`config.mk`:
```
export PLATFORM = sky130hd
export DESIGN_NAME = uart_tx_arbiter
export DESIGN_NICKNAME = d
export VERILOG_FILES = /design/src/rtl/uart_tx_arbiter.sv
export SDC_FILE = /design/constraint.sdc
export NUM_CORES = 1
export LEC_CHECK = 0
export CAP_MARGIN = 15
export CORE_UTILIZATION = 30
export CTS_CLUSTER_SIZE = 40
export DETAILED_ROUTE_END_ITERATION = 16
export GPL_TIMING_DRIVEN = 0
export PLACE_DENSITY_LB_ADDON = 0.3
export SYNTH_ARGS = -nofsm -noshare
export SYNTH_HDL_FRONTEND = slang
export SYNTH_SLANG_ARGS = --single-unit
```
`constraint.sdc`:
```
create_clock -name clk_i -period 2.55 [get_ports clk_i]
set_input_delay 0.765 -clock clk_i [delete_from_list [all_inputs] [get_ports clk_i]]
set_output_delay 0.765 -clock clk_i [all_outputs]
set_load 0.01 [all_outputs]
```
`src/rtl/uart_tx_arbiter.sv`:
```
// rtl/uart_tx_arbiter.sv - round-robin, packet-locked arbiter sharing one UART transmitter
module uart_tx_arbiter #(
  parameter int N_REQ          = 4,
  parameter int TIMEOUT_CYCLES = 1_000_000,
  localparam int GW            = (N_REQ > 1) ? $clog2(N_REQ) : 1
) (
  input  logic               clk_i,
  input  logic               rst_ni,
  input  logic [N_REQ-1:0]   req_valid_i,
  input  logic [8*N_REQ-1:0] req_data_i,
  input  logic [N_REQ-1:0]   req_last_i,
  output logic [N_REQ-1:0]   req_ready_o,
  output logic [7:0]         tx_data_o,
  output logic               tx_start_o,
  input  logic               tx_busy_i,
  input  logic               tx_done_i,
  output logic [GW-1:0]      grant_o,
  output logic               active_o,
  output logic               timeout_o
);

  localparam int CW = (TIMEOUT_CYCLES > 0) ? $clog2(TIMEOUT_CYCLES + 1) : 1;
  localparam logic [CW-1:0] CNT_MAX = '1;

  typedef enum logic [1:0] {S_IDLE, S_ISSUE, S_START, S_WAIT} state_e;

  state_e        state_q, state_d;
  logic [GW-1:0] grant_q, grant_d;
  logic [GW-1:0] rr_q, rr_d;
  logic          active_q, active_d;
  logic          last_q, last_d;
  logic [7:0]    data_q, data_d;
  logic          start_q, start_d;
  logic          timeout_q, timeout_d;
  logic [CW-1:0] cnt_q, cnt_d;

  logic          gnt_valid;
  logic          accept;
  logic          expire;
  logic [CW-1:0] cnt_inc;
  logic [GW-1:0] rr_next;
  logic [GW:0]   cand;
  logic [GW-1:0] pick_idx;

  assign gnt_valid = req_valid_i[grant_q];
  assign accept    = (state_q == S_ISSUE) && gnt_valid && !tx_busy_i;
  assign cnt_inc   = (cnt_q == CNT_MAX) ? cnt_q : cnt_q + 1'b1;
  // Only a stalled holder (valid low) ages the lock; a busy line never does.
  assign expire    = (TIMEOUT_CYCLES != 0) && (state_q == S_ISSUE) && !gnt_valid
                     && (cnt_inc == CW'(TIMEOUT_CYCLES));
  assign rr_next   = (grant_q == GW'(N_REQ - 1)) ? '0 : grant_q + 1'b1;

  // Walk from the highest offset down so the nearest valid index to rr_q wins.
  always_comb begin
    cand     = '0;
    pick_idx = rr_q;
    for (int i = N_REQ - 1; i >= 0; i--) begin
      cand = {1'b0, rr_q} + (GW+1)'(i);
      if (cand >= (GW+1)'(N_REQ)) cand = cand - (GW+1)'(N_REQ);
      if (req_valid_i[cand[GW-1:0]]) pick_idx = cand[GW-1:0];
    end
  end

  always_ff @(posedge clk_i or negedge rst_ni) begin
    if (!rst_ni) begin
      state_q   <= S_IDLE;
      grant_q   <= '0;
      rr_q      <= '0;
      active_q  <= 1'b0;
      last_q    <= 1'b0;
      data_q    <= '0;
      start_q   <= 1'b0;
      timeout_q <= 1'b0;
      cnt_q     <= '0;
    end else begin
      state_q   <= state_d;
      grant_q   <= grant_d;
      rr_q      <= rr_d;
      active_q  <= active_d;
      last_q    <= last_d;
      data_q    <= data_d;
      start_q   <= start_d;
      timeout_q <= timeout_d;
      cnt_q     <= cnt_d;
    end
  end

  always_comb begin
    state_d = state_q;
    case (state_q)
      S_IDLE:  if (|req_valid_i) state_d = S_ISSUE;
      S_ISSUE: begin
        if (accept)      state_d = S_START;
        else if (expire) state_d = S_IDLE;
      end
      S_START: state_d = S_WAIT;
      S_WAIT:  if (tx_done_i) state_d = last_q ? S_IDLE : S_ISSUE;
      default: state_d = S_IDLE;
    endcase
  end

  always_comb begin
    grant_d     = grant_q;
    rr_d        = rr_q;
    active_d    = active_q;
    last_d      = last_q;
    data_d      = data_q;
    start_d     = 1'b0;
    timeout_d   = 1'b0;
    cnt_d       = cnt_q;
    req_ready_o = '0;
    req_ready_o[grant_q] = accept;
    case (state_q)
      S_IDLE: begin
        if (|req_valid_i) begin
          grant_d  = pick_idx;
          active_d = 1'b1;
          cnt_d    = '0;
        end
      end
      S_ISSUE: begin
        if (accept) begin
          data_d  = req_data_i[8*grant_q +: 8];
          last_d  = req_last_i[grant_q];
          start_d = 1'b1;
          cnt_d   = '0;
        end else if (!gnt_valid) begin
          cnt_d = cnt_inc;
          if (expire) begin
            timeout_d = 1'b1;
            active_d  = 1'b0;
            rr_d      = rr_next;
            cnt_d     = '0;
          end
        end
      end
      S_WAIT: begin
        if (tx_done_i && last_q) begin
          active_d = 1'b0;
          rr_d     = rr_next;
        end
      end
      default: ;
    endcase
  end

  assign tx_data_o  = data_q;
  assign tx_start_o = start_q;
  assign grant_o    = grant_q;
  assign active_o   = active_q;
  assign timeout_o  = timeout_q;

endmodule

```
Fig. 1: signal wires on met1
Bar = 20 um.
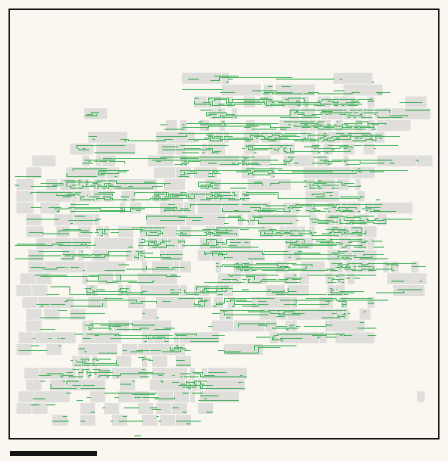
main direction	horizontal
longest straight run	29.9 um
routed vias: 2900
final WL: 8310 um

Fig. 2: the metal 2 layer
Bar = 20 um.
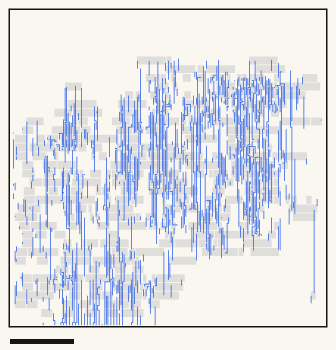
nets with wire on the layer	388
share of all routed wire	47%
wire length on this layer	3900 um
GR Layer Usage met2: 0.283

Fig. 3: signal wires on met3
Bar = 20 um.
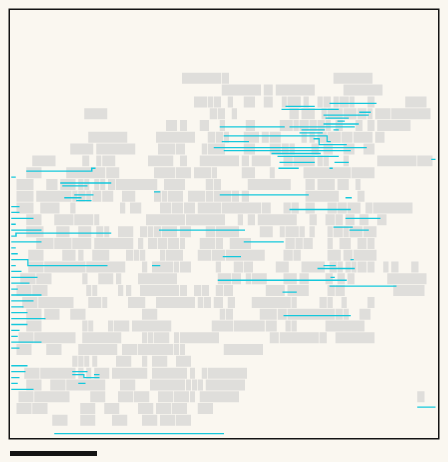
nets with wire on the layer	71
share of all routed wire	7.7%
met3 Use GR: 0.0418

Fig. 4: track usage over the die
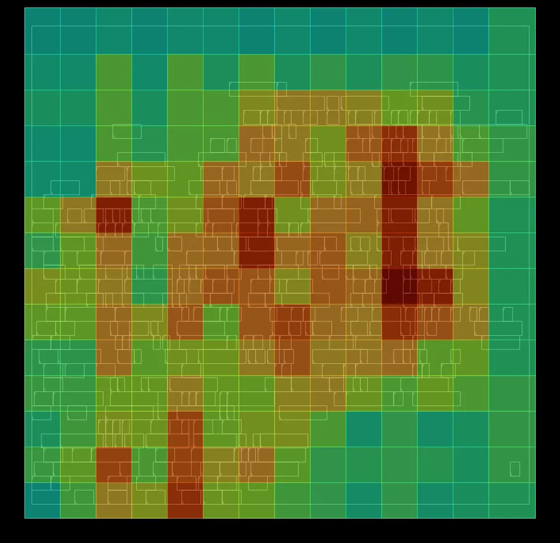
M1 GR Usage: 0.230
GRT Overall Usage: 0.177

==> results.txt <==
flow finished, numbers: run status complete, but fails checks, failing checks setup timing, FMAX roughly 350 MHz, post-DP HPWL 6110 um, H-tree levels 2, CTS tree yes, tapcell count 108, wire length on met3 641 um, TritonCTS Buffers 5, Worst VDD drop approximately 0.34 mV, core area 8890 sq um, first-pass GRT wire length roughly 14000 um, WP buf/inv 2, combinational gate count 251, antenna violations before repair 0, Fillers 840, total grt overflow 0, dpl cell area about 3600 sq um, I/O Buffers 60, Gate Area around 1800 sq um, setup ws final -0.281 ns, fraction of layout cells with a size suffix above 1 0.215, crit path launch req_valid_i[3], Relative slew margins 0.539, Critical Path End Type flip-flop, XOR/XNOR Fraction of Synth Area 0.0218, Top power group combinational logic, bufs w/o clock 88, Commonest Layout Cell nand2_1, Basic Gates by Area 0.266, vias in the first global route 2748, most frequent cells in the layout nand2_1, clkdlybuf4s50_1, dfrtp_1, Flop area ~950 sq um, power in combinational cells 0.00150 W, setup violators final 15, Post-Syn Instances 325, max-cap violation count 0, num rows 34, Flops 38, Final Hold Viols 0, Clk. pwr 0.000663 W, GR peak layer met2, CP Class in2reg, crit-path leading delay family multiplexers, Post-Syn Nets 374, Yosys top cell area share 0.339, WHS 0.326 ns, register share of total power 0.290, Critical R2R Capture rr_q[1], slowest CP cell or4_4, Synth async-reset ratio 1.00, Most common reg cell dfrtp_1, P_leak between 1.5 and 2 nW, Worst R2R Path Depth 8, clk slew on worst S/H paths 0.09 ns, pin count of the biggest net entering global routing 30, area grow syn2layout 39.4%, measured slew at the worst slew-check pin slightly below 0.7 ns, yosys stat area 2810 sq um, reg2reg start cnt_q[12], PwrDens 780 nW/um^2, part of the power in the clock network 0.217, Latency at later pin approximately 0.30 ns, setup TNS -2.55 ns, worst reg-to-reg setup slack -0.20 ns, Crit Path Max Fanout 3, Residual DRC 0, Initial DRC Count 183, Mux area share 0.0945, Worst Path Arrival 3.02 ns, fraction of area in non-clock buffers 0.218, aoi/oai-family share of the synthesized area 0.194, Hold-fix buffers, CTS 0, main logic family after synthesis simple AND/OR/NAND/NOR gates, Adder Area Share 0.0223, placed insts 494, Vias per Instance about 5.7, GP Congestion 0.933, routed wire length per instance 16.4 um, Clock Network Area Fraction 0.0365, die area 9750 sq um, Cell Count, Final, Fillers Out slightly above 500, Largest cell class logic gates, Final min period 2.83 ns, met2 WL roughly 3900 um, Die Y ~99 um
registers in the layout (all words and copies together), names as in the netlist, named ones only:
name	count
cnt_q	20
tx_data_o	8
grant_o	2
rr_q	2
active_o	1
last_q	1
state_q	1
timeout_o	1
tx_start_o	1
worst max path at each step:
| stage | slack, ns | endpoint |
|---|---|---|
| 6_report | -0.28 | rr_q[1] |
| 5_1_grt | -0.35 | cnt_q[19] |
| 2_1_floorplan | -0.24 | rr_q[0] |
| 3_3_place_gp | -1.06 | cnt_q[18] |
| 4_1_cts | -0.32 | state_q[0] |
| 3_5_place_dp | -1.03 | cnt_q[18] |
repair_timing:
item                                    4_1_cts  5_1_grt
endpoints found under the setup margin       29       29
endpoints found under the hold margin         0        0
cloned                                        0        0
pin swaps                                     9        3
resized                                      64       21
setup buffers                                 6        2
Power is estimated from default activity; no workload was simulated.
